## src/rtl/fft8_pkg.sv

```systemverilog
// ---------------------------------------------------------------------------
// fft8_pkg
//   Shared definitions for the 8-point FFT frame controller.
//   - N_DEFAULT / W : default component exponent and width (W = 2**N bits)
//   - PTS           : points per frame
//   - in_state_t    : input sequencer states (COLLECT / FULL)
//   - out_state_t   : output serializer states (IDLE / DRAIN)
//   - fsm_dbg_t     : both FSM states bundled for observation
//   - bitrev3       : 3-bit index reversal used to place samples in the frame
// ---------------------------------------------------------------------------
package fft8_pkg;

    localparam int N_DEFAULT = 3;
    localparam int W         = 2 ** N_DEFAULT;
    localparam int PTS       = 8;

    typedef enum logic {
        COLLECT = 1'b0,
        FULL    = 1'b1
    } in_state_t;

    typedef enum logic {
        IDLE  = 1'b0,
        DRAIN = 1'b1
    } out_state_t;

    typedef struct packed {
        in_state_t  in_st;
        out_state_t out_st;
    } fsm_dbg_t;

    function automatic logic [2:0] bitrev3(input logic [2:0] k);
        return {k[0], k[1], k[2]};
    endfunction

endpackage

```

## src/rtl/fft8_out_serializer.sv

```systemverilog
// ---------------------------------------------------------------------------
// fft8_out_serializer
//   Captures the 8 parallel core results in one cycle and replays them in
//   natural order (bin 0 first) on a valid/ready stream.
//
//   Ports:
//     clk, rst         : clock, synchronous active-high reset
//     capture          : one-cycle strobe, cap_r/cap_i hold valid results
//     cap_r, cap_i     : 8 results, slot j = bits [j*DW +: DW]
//     m_ready          : sink accepts the presented bin
//     m_valid          : a bin is presented
//     m_r, m_i         : presented bin
//     m_last           : presented bin is bin 7
//     out_full         : buffer holds a frame that has not fully drained
//     state            : current serializer state
//
//   All m_* outputs are registered; while m_ready is low they do not change.
// ---------------------------------------------------------------------------
module fft8_out_serializer
    import fft8_pkg::*;
#(
    parameter int DW = W
) (
    input  logic              clk,
    input  logic              rst,
    input  logic              capture,
    input  logic [PTS*DW-1:0] cap_r,
    input  logic [PTS*DW-1:0] cap_i,
    input  logic              m_ready,
    output logic              m_valid,
    output logic [DW-1:0]     m_r,
    output logic [DW-1:0]     m_i,
    output logic              m_last,
    output logic              out_full,
    output out_state_t        state
);

    logic [PTS*DW-1:0] obuf_r;
    logic [PTS*DW-1:0] obuf_i;
    logic [2:0]        out_cnt;
    logic [2:0]        nxt_cnt;

    assign nxt_cnt  = out_cnt + 3'd1;
    // The buffer is occupied exactly while draining.
    assign out_full = (state == DRAIN);

    always_ff @(posedge clk) begin
        if (rst) begin
            state   <= IDLE;
            out_cnt <= 3'd0;
            obuf_r  <= '0;
            obuf_i  <= '0;
            m_valid <= 1'b0;
            m_r     <= '0;
            m_i     <= '0;
            m_last  <= 1'b0;
        end else begin
            case (state)
                IDLE: begin
                    if (capture) begin
                        obuf_r  <= cap_r;
                        obuf_i  <= cap_i;
                        out_cnt <= 3'd0;
                        m_valid <= 1'b1;
                        m_r     <= cap_r[DW-1:0];
                        m_i     <= cap_i[DW-1:0];
                        m_last  <= 1'b0;
                        state   <= DRAIN;
                    end
                end
                DRAIN: begin
                    // m_valid is high throughout DRAIN, so m_ready alone is the handshake.
                    if (m_ready) begin
                        if (out_cnt == 3'd7) begin
                            out_cnt <= 3'd0;
                            m_valid <= 1'b0;
                            m_r     <= '0;
                            m_i     <= '0;
                            m_last  <= 1'b0;
                            state   <= IDLE;
                        end else begin
                            out_cnt <= nxt_cnt;
                            m_r     <= obuf_r[int'(nxt_cnt)*DW +: DW];
                            m_i     <= obuf_i[int'(nxt_cnt)*DW +: DW];
                            m_last  <= (nxt_cnt == 3'd7);
                        end
                    end
                end
                default: state <= IDLE;
            endcase
        end
    end

endmodule

```

## src/rtl/fft8_frame_ctrl.sv

```systemverilog
// ---------------------------------------------------------------------------
// fft8_frame_ctrl
//   Front/back-end sequencer for the 8-point parallel FFT core. Collects 8
//   streamed samples into a bit-reversed frame, launches it into the core with
//   a one-cycle strobe, follows the core latency with a token shift register
//   and hands the results to the output serializer.
//
//   Handshake rule (both streams): a transfer happens on a rising clk edge
//   where valid && ready are both high; the source keeps data and valid
//   stable until that edge, and ready never depends combinationally on valid.
//
//   Ports:
//     clk, rst                 : clock, synchronous active-high reset
//     s_valid/s_ready          : input sample handshake
//     s_r, s_i, s_last         : input sample and end-of-frame marker
//     core_start               : one-cycle launch strobe
//     core_in_r, core_in_i     : frame to the core, slot j already bit-reversed
//     core_out_r, core_out_i   : core results, slot j = X[j]
//     m_valid/m_ready          : output bin handshake
//     m_r, m_i, m_last         : output bin, m_last with bin 7
//     frame_err                : one-cycle pulse on a framing error
//     busy                     : a frame is in the core or the output buffer
//     dbg_state                : current state of both FSMs
// ---------------------------------------------------------------------------
module fft8_frame_ctrl
    import fft8_pkg::*;
#(
    parameter int N        = N_DEFAULT,
    parameter int CORE_LAT = 3
) (
    input  logic                  clk,
    input  logic                  rst,
    input  logic                  s_valid,
    output logic                  s_ready,
    input  logic [2**N-1:0]       s_r,
    input  logic [2**N-1:0]       s_i,
    input  logic                  s_last,
    output logic                  core_start,
    output logic [PTS*2**N-1:0]   core_in_r,
    output logic [PTS*2**N-1:0]   core_in_i,
    input  logic [PTS*2**N-1:0]   core_out_r,
    input  logic [PTS*2**N-1:0]   core_out_i,
    output logic                  m_valid,
    input  logic                  m_ready,
    output logic [2**N-1:0]       m_r,
    output logic [2**N-1:0]       m_i,
    output logic                  m_last,
    output logic                  frame_err,
    output logic                  busy,
    output fsm_dbg_t              dbg_state
);

    localparam int DW = 2 ** N;

    in_state_t         in_st;
    out_state_t        out_st;
    logic [2:0]        in_cnt;
    logic [PTS*DW-1:0] frame_r;
    logic [PTS*DW-1:0] frame_i;
    logic [CORE_LAT-1:0] tok;
    logic              out_full;
    logic              capture;
    logic              launch;
    logic              s_hs;

    assign s_hs    = s_valid && s_ready;
    // The token leaving the last stage marks valid core outputs this cycle.
    assign capture = tok[CORE_LAT-1];
    // out_full is the registered flag, so a launch never overlaps the final
    // output handshake; it follows one cycle later.
    assign launch  = (in_st == FULL) && !(|tok) && !out_full;
    assign busy    = (|tok) || out_full;

    assign dbg_state.in_st  = in_st;
    assign dbg_state.out_st = out_st;

    // Input sequencer: COLLECT fills the working frame, FULL waits for launch.
    // The working frame is separate from core_in_* so the next frame can be
    // collected while the previous one is still in the core.
    always_ff @(posedge clk) begin
        if (rst) begin
            in_st      <= COLLECT;
            in_cnt     <= 3'd0;
            s_ready    <= 1'b1;
            frame_r    <= '0;
            frame_i    <= '0;
            core_in_r  <= '0;
            core_in_i  <= '0;
            core_start <= 1'b0;
            frame_err  <= 1'b0;
        end else begin
            core_start <= 1'b0;
            frame_err  <= 1'b0;
            case (in_st)
                COLLECT: begin
                    if (s_hs) begin
                        frame_r[int'(bitrev3(in_cnt))*DW +: DW] <= s_r;
                        frame_i[int'(bitrev3(in_cnt))*DW +: DW] <= s_i;
                        if (in_cnt == 3'd7) begin
                            // Eighth sample closes the frame even without s_last.
                            in_cnt    <= 3'd0;
                            s_ready   <= 1'b0;
                            frame_err <= !s_last;
                            in_st     <= FULL;
                        end else if (s_last) begin
                            // Early end marker: drop the partial frame.
                            in_cnt    <= 3'd0;
                            frame_err <= 1'b1;
                        end else begin
                            in_cnt <= in_cnt + 3'd1;
                        end
                    end
                end
                FULL: begin
                    if (launch) begin
                        core_start <= 1'b1;
                        core_in_r  <= frame_r;
                        core_in_i  <= frame_i;
                        s_ready    <= 1'b1;
                        in_st      <= COLLECT;
                    end
                end
                default: in_st <= COLLECT;
            endcase
        end
    end

    // Latency tracker: one token per launch, shifted once per cycle.
    always_ff @(posedge clk) begin
        if (rst) begin
            tok <= '0;
        end else begin
            tok[0] <= core_start;
            for (int k = 1; k < CORE_LAT; k++) begin
                tok[k] <= tok[k-1];
            end
        end
    end

    fft8_out_serializer #(
        .DW (DW)
    ) u_ser (
        .clk      (clk),
        .rst      (rst),
        .capture  (capture),
        .cap_r    (core_out_r),
        .cap_i    (core_out_i),
        .m_ready  (m_ready),
        .m_valid  (m_valid),
        .m_r      (m_r),
        .m_i      (m_i),
        .m_last   (m_last),
        .out_full (out_full),
        .state    (out_st)
    );

endmodule
```

## config.mk

```make
export PLATFORM = sky130hd
export DESIGN_NAME = fft8_frame_ctrl
export DESIGN_NICKNAME = d
export VERILOG_FILES = /design/src/rtl/fft8_pkg.sv /design/src/rtl/fft8_out_serializer.sv /design/src/rtl/fft8_frame_ctrl.sv
export SDC_FILE = /design/constraint.sdc
export NUM_CORES = 1
export LEC_CHECK = 0
export CAP_MARGIN = 15
export CORE_MARGIN = 5
export CORE_UTILIZATION = 25
export DETAILED_ROUTE_END_ITERATION = 8
export MAX_ROUTING_LAYER = met4
export PLACE_DENSITY = 0.55
export SYNTH_ARGS = -nofsm -noshare
export SYNTH_HDL_FRONTEND = slang
export SYNTH_SLANG_ARGS = --single-unit
```

## constraint.sdc

```tcl
create_clock -name clk -period 3.07 [get_ports clk]
set_input_delay 0.614 -clock clk [delete_from_list [all_inputs] [get_ports clk]]
set_output_delay 0.614 -clock clk [all_outputs]
set_load 0.01 [all_outputs]
```

Figure 1. Cell classes on the final placement (run 1).
Fill, decap, tap and diode cells in grey.
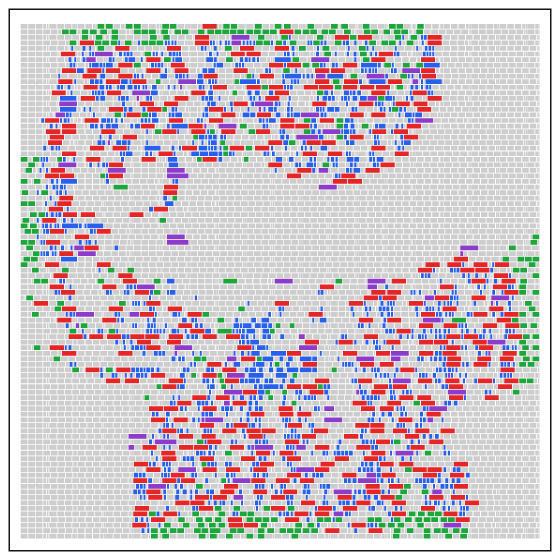
class	colour	cells
clock drivers and dummy loads	purple	89
remaining logic cells	blue	1392
remaining buffers and delay cells	green	340
registers	red	416
sequential cell area share: 0.388
fin area: 21500 µm²
cell row count: 93
core footprint: 64500 µm²

Figure 2. Cell outlines without signal wires (run 1).
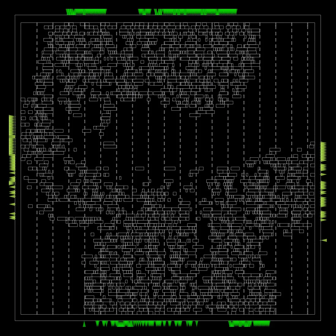
sequential cell count: 416
Fillers: 6706

==> summary.txt, run 1 <==
Notes on the flow outputs.

- The CTS tree reads yes.
- In this run the number of H-tree levels came out at 2.
- The power per cell area is ~550 nW/µm².
- Data on the critical path arrives at its endpoint at 2.13 ns.
- The number of iterations in the first detailed-routing pass is 5.
- Summed over all layers, the routed wires come to 54800 µm.
- The met2 wirelength from detailed routing reads 26300 µm.
- The final hold violation count recorded for this run is 0.
- The power attributed to combinational cells is 0.461 mW.
- The commonest register cell after synthesis is sky130_fd_sc_hd__dfxtp_1.
- The number of max-slew violations in the final report reads 0.
- The via count normalized by instance count is 4.62.
- The cell area after synthesis is 16300 µm².
- The busiest layer in global routing is met2.
- After synthesis, the largest family of logic cells by area is simple AND/OR/NAND/NOR gates.
- Synthesis handed over a netlist of 1978 instances.
- The width of the chip is 265 µm.
- The global-route total usage across every layer is 0.153.
- The last timing report of the flow puts the setup violation total at 0.
- The run finished with clean final reports.
- The maximum clock insertion buffer count reads 3.
- The setup slack of the critical path after layout is 0.325 ns.
- The largest single stage delay on the critical path is 0.56 ns.
- The number of standard cells reported by yosys reads 1978.
- The dominant power group in this design is the clock network.
- The utilization after layout reads 0.333.
- In this run the tool buffered the top-level ports with 300 buffer cells.
- The wire length of the first global-routing pass reads between 80000 and 90000 µm.
- The share of power burned in combinational logic is 0.039.
- The nature of the critical path endpoint is an output port.
- The met2 layer usage reported by global route is 0.246.
- The net count after synthesis is 2136.
- The met3 usage reads 0.0312.
- The sequential share of the synthesized area reads 0.512.
- The report lists the number of cells resized after CTS as 0.
- Of the post-synthesis cell area, the dominant cell type holds 0.512.
- Internal power comes to between 9 and 10 mW.
- The critical path's slowest cell is sky130_fd_sc_hd__clkdlybuf4s50_1.
- The detailed placer reported the number of placed instances as between 3000 and 4000.
- Of the total power, the clock network draws 0.502.
- The power report attributes to the sequential group a share of 0.459.
- met1 track demand over resource after global routing is 0.195.
- The report lists the cells along the critical path as nor4_2, inv_1, clkdlybuf4s50_1.
- The wire length on met3 is 2780 µm.
- The worst min-delay path class is in -> reg.
- The maximum fanout along the worst path is 3.
- The maximum clock rate is 364 MHz.
- Per the slew report, the remaining headroom to the max-slew limit stands at 0.353.
- The total number of vias reads roughly 14000.
Figure 3. Port wiring (run 1).
The bar under the picture is 100 µm long.
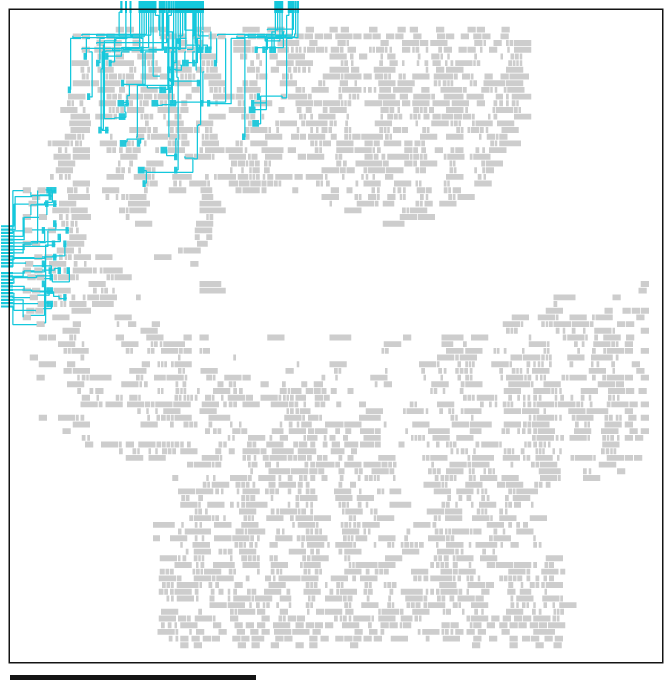
port	colour	direction	edge	end cells	buffers	wire
`core_out_r`	cyan	input	40 top, 24 left	72	64	2420 µm

## run 1: layout make-up
type	count	area [µm²]	area share
clock buffer	74	1480	0.0688
tap	855	1070	0.0498
antenna	3	7.51	0.000349
clock inverter	15	194	0.00902
sequential	416	8330	0.388
multi-input combinational	1383	7020	0.327
timing repair buffer	340	3360	0.156
inverter	9	33.8	0.00157
## run 1: worst paths after layout
check                                          startpoint                    endpoint  slack [ns]  cells after the start
worst max register to register     in_cnt[2]$_SDFFE_PP0P_    frame_r[12]$_SDFFE_PP0P_        0.58                      6
worst min register to register   frame_i[61]$_SDFFE_PP0P_  core_in_i[61]$_SDFFE_PP0P_        0.44                      2
worst min-delay path                                  rst  core_in_r[36]$_SDFFE_PP0P_        0.42                      2
worst max-delay path            u_ser.out_full$_SDFF_PP0_                        busy        0.32                      3
## Run 2: what changed since run 1
--- a/config.mk
+++ b/config.mk
@@ -11,6 +11,7 @@
 export DETAILED_ROUTE_END_ITERATION = 8
 export MAX_ROUTING_LAYER = met4
 export PLACE_DENSITY = 0.55
+export SETUP_SLACK_MARGIN = 0.1
 export SYNTH_ARGS = -nofsm -noshare
 export SYNTH_HDL_FRONTEND = slang
 export SYNTH_SLANG_ARGS = --single-unit
Figure 4. Supply network (run 2).
The bar under the picture is 100 µm long. Pins as bars on the die edge. Tap cells in grey.
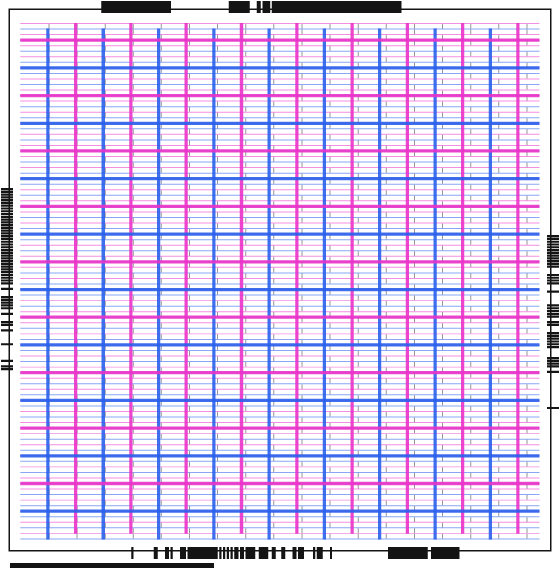
net	colour
VDD	magenta
VSS	blue
signal pins	301
tap cells	855
met1 rails	94

==> summary.txt, run 2 <==
Notes on the flow outputs.

- The run finished with clean final reports.
- Walking the worst path, the cells encountered are nor4_2, inv_1, clkdlybuf4s50_1.
- The setup slack of the critical path after layout reads 0.325 ns (unchanged).
- The final number of hold-violating endpoints reads 0 (unchanged).
- The utilization after layout reads 0.333 (unchanged).
- The area of the core region reads 64500 µm² (unchanged).
- The top contributor to total power is the clock network.
- The met2 wirelength from detailed routing reads 26300 µm (unchanged).
- The share of the synthesized area in the top cell type was 0.512 (unchanged).
- The sequential share of the synthesized area reads 0.512 (unchanged).
- The busiest layer in global routing reads met2.
- The maximum clock insertion buffer count is 3 (unchanged).
- The main combinational cell family by area after synthesis reads simple AND/OR/NAND/NOR gates.
- The met2 layer usage reported by global route is 0.246 (unchanged).
- The global-route total usage across every layer came to 0.153 (unchanged).
- The total wire length after detailed routing reads 54800 µm (unchanged).
- After the first detailed-routing iteration, the DRC count stood at approximately 1000.
- The combined flip-flop and latch cell area reads 8330 µm² (unchanged).
- The power attributed to combinational cells was 0.461 mW (about the same).
- The power in sequential cells reads 5.43 mW.
- The number of iterations in the first detailed-routing pass was 5 (unchanged).
- The met3 usage was 0.0312 (unchanged).
- The worst setup skew after layout reads 0.0376 ns.
- The part of the total power dissipated in the clock network reads 0.502 (about the same).
- The total number of vias reads 14300 (unchanged).
- The yosys synthesis warning count is 0.
- The synthesis report names the predominant flop master as sky130_fd_sc_hd__dfxtp_1.
- The worst hold path depth is 2 (unchanged).
- The biggest cell delay along the critical path is 0.56 ns (about the same).
- The global routing met1 resource utilization came to 0.195 (unchanged).
- The CTS tree reads yes.
- The maximum fanout along the worst path was 3 (unchanged).
- The share of power burned in combinational logic is 0.039 (about the same).
- The cell area after synthesis is 16300 µm² (unchanged).
- The power per cell area is 550 nW/µm² (unchanged).
- The register share of total power reads 0.459 (about the same).
- Per the STA report, the cell with the highest stage delay on the worst path is sky130_fd_sc_hd__clkdlybuf4s50_1.
- The script reports the combined buffer and inverter count of the critical path as 2.
- The post-cts hold buffer count is 0.
- The number of instances in the synthesized netlist is 1978 (unchanged).
- The cell area after layout is 21500 µm² (unchanged).
- The via count normalized by instance count was 4.62 (unchanged).
- The maximum clock rate is 364 MHz (unchanged).
- STA classifies the critical path endpoint as an output port.
- The post-cts resize count was 0 (unchanged).
- The global route stage reports its total congestion overflow as 0.
- The synthesized net count reads 2136 (unchanged).
- The clock sink count reads 416.
- The count of cell instances traversed by the critical path is 3 (unchanged).
- The worst slew slack as a fraction of its limit reads 0.353 (unchanged).
- The count of H-tree levels built during CTS reads 2 (unchanged).
- The final count of negative-setup-slack endpoints is 0 (unchanged).
- The routability congestion estimate from global placement reads 0.799.
- The wire length of the first global-routing pass was 83800 µm (unchanged).
- In the layout the commonest cells are sky130_fd_sc_hd__nand2_1, sky130_fd_sc_hd__dfxtp_1, sky130_fd_sc_hd__a21oi_1.
- The number of standard cells reported by yosys came to 1978 (unchanged).
- The filler cell count in the final layout reads 6706 (unchanged).
- The multi-input logic area reads 7020 µm² (unchanged).
- The power report puts the net switching power at 2.68 mW.
- The number of max-slew violations in the final report reads 0 (unchanged).
- The number of core rows is 93 (unchanged).
- The path depth of the worst reg2reg path came to 6 (unchanged).
- The cell-internal power was 9.14 mW (unchanged).
- The signal arrival time at the worst endpoint is 2.13 ns (about the same).
- The wire length on met3 reads 2780 µm (unchanged).
- The worst min-delay path class is in -> reg.
Figure 5. Port wiring (run 2).
The bar under the picture is 100 µm long.
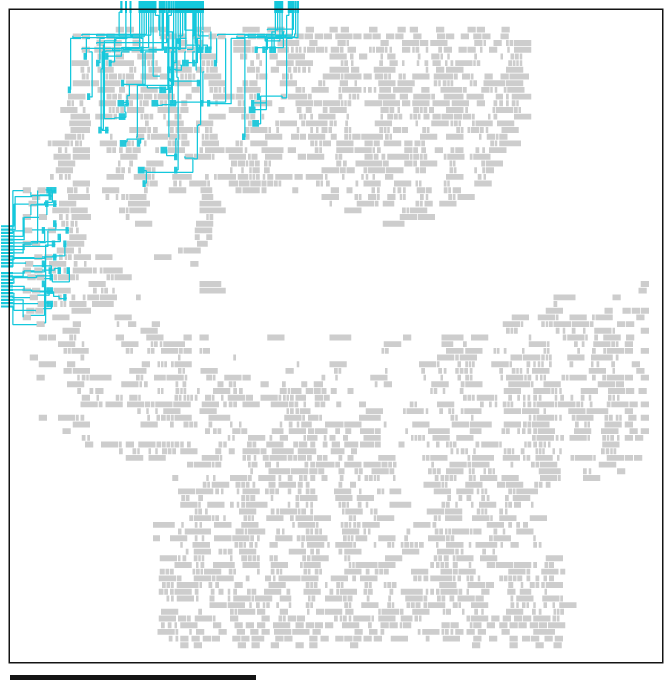
port	colour	direction	edge	end cells	buffers	wire
`core_out_r`	cyan	input	40 top, 24 left	72	64	2420 µm
quantity of I/O buffers inserted on ports: 300
number of top-level pins: 301

## run 2: cell counts after synthesis
No cell type changed its count.
## run 2: final timing paths
check                            startpoint                         end  slack (ns)
hold reg to reg    frame_i[61]$_SDFFE_PP0P_  core_in_i[61]$_SDFFE_PP0P_        0.44
setup reg to reg     in_cnt[2]$_SDFFE_PP0P_    frame_r[12]$_SDFFE_PP0P_        0.58
hold / removal                          rst  core_in_r[36]$_SDFFE_PP0P_        0.42
setup / recovery  u_ser.out_full$_SDFF_PP0_                        busy        0.32
## run 2: layout make-up
cell class / instances / area share
repair buffers: 340 / 0.156
diodes: 3 / 0.000349
clock inverters: 15 / 0.00902
flip-flops and latches: 416 / 0.388
multi-input cells: 1383 / 0.327
clock buffers: 74 / 0.0688
well taps: 855 / 0.0498
inverters: 9 / 0.00157
No activity file was given, so power comes from the tool's default toggle rates.
